$ cat config.mk
export PLATFORM = sky130hd
export DESIGN_NAME = rtsnoc_rmi_initiator
export DESIGN_NICKNAME = d
export VERILOG_FILES = /design/src/rtl/rtsnoc_rmi_initiator.sv
export SDC_FILE = /design/constraint.sdc
export NUM_CORES = 1
export LEC_CHECK = 0
export ABC_AREA = 1
export CAP_MARGIN = 20
export CORE_ASPECT_RATIO = 1.1
export CORE_UTILIZATION = 45
export CTS_CLUSTER_SIZE = 16
export DETAILED_ROUTE_END_ITERATION = 16
export MAX_ROUTING_LAYER = met4
export PLACE_DENSITY = 0.93
export SLEW_MARGIN = 30
export SYNTH_ARGS = -nofsm -noshare
export SYNTH_HDL_FRONTEND = slang
export SYNTH_SLANG_ARGS = --single-unit
$ cat constraint.sdc
create_clock -name clk_i -period 2.25 [get_ports clk_i]
set_input_delay 0.5625 -clock clk_i [delete_from_list [all_inputs] [get_ports clk_i]]
set_output_delay 0.5625 -clock clk_i [all_outputs]
set_load 0.03 [all_outputs]
$ cat src/rtl/rtsnoc_rmi_initiator.sv
// RTSNoC RMI initiator: splits one request message into NoC flits, then
// collects and reassembles the reply flits, with a reply timeout.
module rtsnoc_rmi_initiator #(
  parameter int SIZE_X         = 1,
  parameter int SIZE_Y         = 1,
  parameter int SIZE_DATA      = 56,
  parameter int RMI_MSG_SIZE   = 80,
  parameter int TIMEOUT_CYCLES = 1024,
  localparam int BUS_SIZE      = SIZE_DATA + 2*SIZE_X + 2*SIZE_Y + 6
) (
  input  logic                    clk_i,
  input  logic                    rst_i,
  output logic [BUS_SIZE-1:0]     din_o,
  output logic                    wr_o,
  output logic                    rd_o,
  input  logic [BUS_SIZE-1:0]     dout_i,
  input  logic                    wait_i,
  input  logic                    nd_i,
  input  logic [SIZE_X-1:0]       x,
  input  logic [SIZE_Y-1:0]       y,
  input  logic [2:0]              local_addr,
  input  logic [RMI_MSG_SIZE-1:0] req_msg_i,
  input  logic [SIZE_X-1:0]       req_dst_x_i,
  input  logic [SIZE_Y-1:0]       req_dst_y_i,
  input  logic [2:0]              req_dst_h_i,
  input  logic                    req_valid_i,
  output logic                    req_ready_o,
  output logic [RMI_MSG_SIZE-1:0] resp_msg_o,
  output logic                    resp_err_o,
  output logic                    resp_valid_o,
  input  logic                    resp_ready_i,
  output logic                    busy_o,
  output logic [7:0]              drop_cnt_o
);

  localparam int NFLITS = (RMI_MSG_SIZE + SIZE_DATA - 1) / SIZE_DATA;
  localparam int IDXW   = (NFLITS > 1) ? $clog2(NFLITS) : 1;
  localparam int TW     = $clog2(TIMEOUT_CYCLES);
  localparam int HDR    = 2*(SIZE_X + SIZE_Y + 3);
  localparam logic [IDXW-1:0] LAST_IDX = IDXW'(NFLITS - 1);
  localparam logic [TW-1:0]   TO_LAST  = TW'(TIMEOUT_CYCLES - 1);

  typedef enum logic [1:0] {IDLE, TX, WAIT_RESP, RESP} state_t;

  state_t                    state_reg, state_next;
  logic [RMI_MSG_SIZE-1:0]   tx_msg_reg;
  logic [SIZE_X-1:0]         dst_x_reg;
  logic [SIZE_Y-1:0]         dst_y_reg;
  logic [2:0]                dst_h_reg;
  logic [IDXW-1:0]           idx_reg;
  logic [TW-1:0]             tmo_reg;
  logic [RMI_MSG_SIZE-1:0]   rx_buf_reg, rx_next;
  logic                      resp_err_reg;
  logic                      req_ready_reg;
  logic [7:0]                drop_cnt_reg;

  logic [NFLITS*SIZE_DATA-1:0] tx_pad;
  logic [SIZE_DATA-1:0]        tx_slice;
  logic                        hdr_match, rx_accept, last_rx, timeout;

  always_comb begin
    tx_pad = '0;
    tx_pad[RMI_MSG_SIZE-1:0] = tx_msg_reg;
  end
  assign tx_slice = tx_pad[idx_reg*SIZE_DATA +: SIZE_DATA];

  // A reply must come from the node we addressed and be addressed to us.
  assign hdr_match = (dout_i[BUS_SIZE-1 -: HDR] ==
                      {dst_x_reg, dst_y_reg, dst_h_reg, x, y, local_addr});
  assign rd_o      = nd_i && ((state_reg == WAIT_RESP) || (state_reg == RESP));
  assign rx_accept = nd_i && (state_reg == WAIT_RESP) && hdr_match;
  assign last_rx   = rx_accept && (idx_reg == LAST_IDX);
  assign timeout   = (state_reg == WAIT_RESP) && (tmo_reg == TO_LAST) && !last_rx;

  assign wr_o         = (state_reg == TX);
  assign din_o        = wr_o ? {x, y, local_addr, dst_x_reg, dst_y_reg, dst_h_reg, tx_slice} : '0;
  assign req_ready_o  = req_ready_reg;
  assign resp_valid_o = (state_reg == RESP);
  assign resp_err_o   = resp_err_reg;
  assign resp_msg_o   = rx_buf_reg;
  assign busy_o       = (state_reg != IDLE);
  assign drop_cnt_o   = drop_cnt_reg;

  // Reply slices land in place; padding bits of the last slice fall away.
  genvar gi;
  for (gi = 0; gi < NFLITS; gi++) begin : g_rx
    localparam int LO = gi * SIZE_DATA;
    localparam int W  = (RMI_MSG_SIZE - LO < SIZE_DATA) ? (RMI_MSG_SIZE - LO) : SIZE_DATA;
    assign rx_next[LO +: W] = (rx_accept && (idx_reg == IDXW'(gi))) ? dout_i[W-1:0]
                                                                    : rx_buf_reg[LO +: W];
  end

  always_comb begin
    state_next = state_reg;
    case (state_reg)
      IDLE:      if (req_valid_i && req_ready_reg)       state_next = TX;
      TX:        if (!wait_i && (idx_reg == LAST_IDX))   state_next = WAIT_RESP;
      WAIT_RESP: if (last_rx || timeout)                 state_next = RESP;
      RESP:      if (resp_ready_i)                       state_next = IDLE;
      default:                                           state_next = IDLE;
    endcase
  end

  always_ff @(posedge clk_i or negedge rst_i) begin
    if (!rst_i) begin
      state_reg     <= IDLE;
      tx_msg_reg    <= '0;
      dst_x_reg     <= '0;
      dst_y_reg     <= '0;
      dst_h_reg     <= '0;
      idx_reg       <= '0;
      tmo_reg       <= '0;
      rx_buf_reg    <= '0;
      resp_err_reg  <= 1'b0;
      req_ready_reg <= 1'b0;
      drop_cnt_reg  <= '0;
    end else begin
      state_reg     <= state_next;
      req_ready_reg <= (state_next == IDLE);
      case (state_reg)
        IDLE: begin
          if (req_valid_i && req_ready_reg) begin
            tx_msg_reg   <= req_msg_i;
            dst_x_reg    <= req_dst_x_i;
            dst_y_reg    <= req_dst_y_i;
            dst_h_reg    <= req_dst_h_i;
            idx_reg      <= '0;
            tmo_reg      <= '0;
            rx_buf_reg   <= '0;
            resp_err_reg <= 1'b0;
          end
        end
        TX: begin
          if (!wait_i) begin
            idx_reg <= (idx_reg == LAST_IDX) ? '0 : idx_reg + IDXW'(1);
            tmo_reg <= '0;
          end
        end
        WAIT_RESP: begin
          tmo_reg <= tmo_reg + TW'(1);
          if (rx_accept) begin
            rx_buf_reg <= rx_next;
            idx_reg    <= (idx_reg == LAST_IDX) ? '0 : idx_reg + IDXW'(1);
          end
          if (timeout) begin
            rx_buf_reg   <= '0;
            resp_err_reg <= 1'b1;
          end
        end
        RESP: begin
          if (resp_ready_i) resp_err_reg <= 1'b0;
        end
        default: ;
      endcase
      if (rd_o && !rx_accept && (drop_cnt_reg != 8'hFF))
        drop_cnt_reg <= drop_cnt_reg + 8'd1;
    end
  end

endmodule

==> out/qor.csv <==
metric,value,unit
cts.path.max_buffers,2,
m1WireLength,11300,µm
layout.area.comb,3950,µm²
gr_layer_usage_met2,0.506,
violations_in_the_final_reports,negative setup slack,
count_of_filler_cells_inserted_in_the_layout,1195,
yosys.stat.seqShare,0.528,
setup_ws,-136,ps
async_flop_share,1.00,
outcome,"finished, violations left",
report.final.setup_viol,60,
synth_cells,1091,
seq_area_frac,0.323,
std_cell_rows,53,
clock_latency,430,ps
groute.layer.met1.usage,0.320,
enable_flop_cells,0,
dpl.cell_count,1665,
post_drt_via_cell_ratio,5.27,
htreeDepth,4,
fin_crit_sh,1.06,
crit_path_required_time,1690,ps
instances_no_fill,1727,
mostFrequentLayoutCell,clkdlybuf4s50_1,
openroad.warnings,32,
stage_delay_of_the_slowest_cell_on_the_critical_path,440,ps
layout_min_cycle_time,2390,ps
critical_path_buf_inv_count,4,
detailedRoute.firstIterationViolations,620,
floorplan.core_util,0.463,
worst_path_cell_trace,buf_4 > ha_4 > buf_4 > o21ai_4 > inv_1 > buf_4,
-- worst paths after layout --
path	from	end	slack (ps)	depth (start not counted)
max	state_reg[1]$_DFF_PN0_	rd_o	-140	6
min	rst_i	resp_msg_o[58]$_DFFE_PN0P_	110	1
max reg2reg	state_reg[0]$_DFF_PN0_	resp_msg_o[62]$_DFFE_PN0P_	-10	16
min reg2reg	resp_msg_o[76]$_DFFE_PN0P_	resp_msg_o[76]$_DFFE_PN0P_	480	2
max in group asynchronous	rst_i	resp_msg_o[55]$_DFFE_PN0P_	1530	2
min in group clk_i	resp_msg_o[76]$_DFFE_PN0P_	resp_msg_o[76]$_DFFE_PN0P_	480	2
-- cells in the mapped netlist, types with 4 or more instances --
cell type    n  share of area
a21oi_1     48          0.027
buf_1        9         0.0038
buf_2       16         0.0090
buf_4       11         0.0093
clkbuf_1    18         0.0076
dfrtp_1    188           0.53
ha_1         7         0.0098
inv_1      144          0.061
mux2_2      48          0.061
nand2_1    261           0.11
nand3_1     74          0.042
nand4_1      6         0.0042
nor2_1     196          0.083
o21ai_0     33          0.019
o22ai_1      4         0.0028
xnor2_1      5         0.0049
xor2_1       4         0.0039
-- report_power, final --
group | total [mW] | leakage [nW] | internal [mW] | switching (mW)
combinational | 12.5 | 4.69 | 5.30 | 7.23
clock | 3.05 | 0.290 | 1.61 | 1.45
sequential | 5.67 | 2.37 | 4.80 | 0.872
total | 21.2 | 7.34 | 11.7 | 9.55
-- logic make-up after synthesis --
logic type                 count (synthesis)  share of synthesized area
DFF                                      188                      0.528
adders and majority gates                  7                    0.00983
buffers and inverters                    201                     0.0933
and+or+nand+nor                          548                      0.247
xor gates and xnor gates                   9                    0.00885
muxes                                     48                     0.0607
AOI/OAI and AO/OA                         90                     0.0524
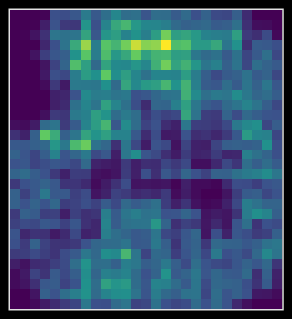
*Routed metal per tile*
Scale: 2 px per µm. The die is cut into 27 by 30 equal tiles; dark purple is low, yellow is high, scaled to the fullest tile. Values are wire area over tile area, all layers added.
densest ninth of the die = north
fullest tile = 0.91
mean over tiles = 0.26
nearly empty tiles = 6.2%
tiles over half the peak = 10%
total detailed-routing wirelength: 31500 µm
global routing usage summed across all routing layers: 0.299
via total after detailed routing: 9102

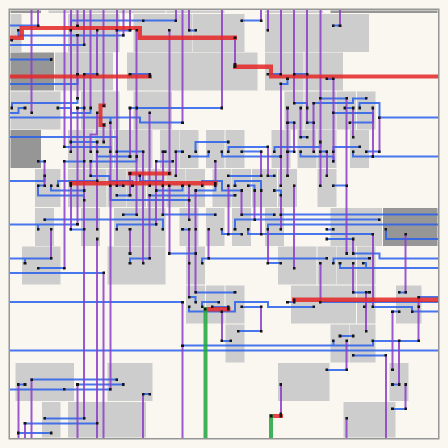
*Close-up of the layout*
Window x 53 to 83, y 60 to 90 µm. Cells in grey, sequential cells in the stronger grey; small squares are vias.
purple -> metal 2
green -> metal 4
red -> metal 3
blue -> metal 1
cells with their middle in the window = 70
sequential cells in the window = 0
most frequent = nand2_1 (22), nor2_1 (10), buf_4 (8)

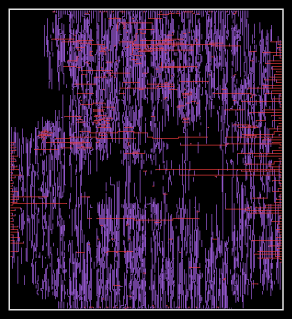
*Wiring by layer*
Scale: 2 px per µm. Only two layers are drawn.
red -> metal 3  # wire length 1860 µm
purple -> metal 2  # wire length 16100 µm
wire per inst: 18.2 µm

Power and IR drop assume default switching activity.
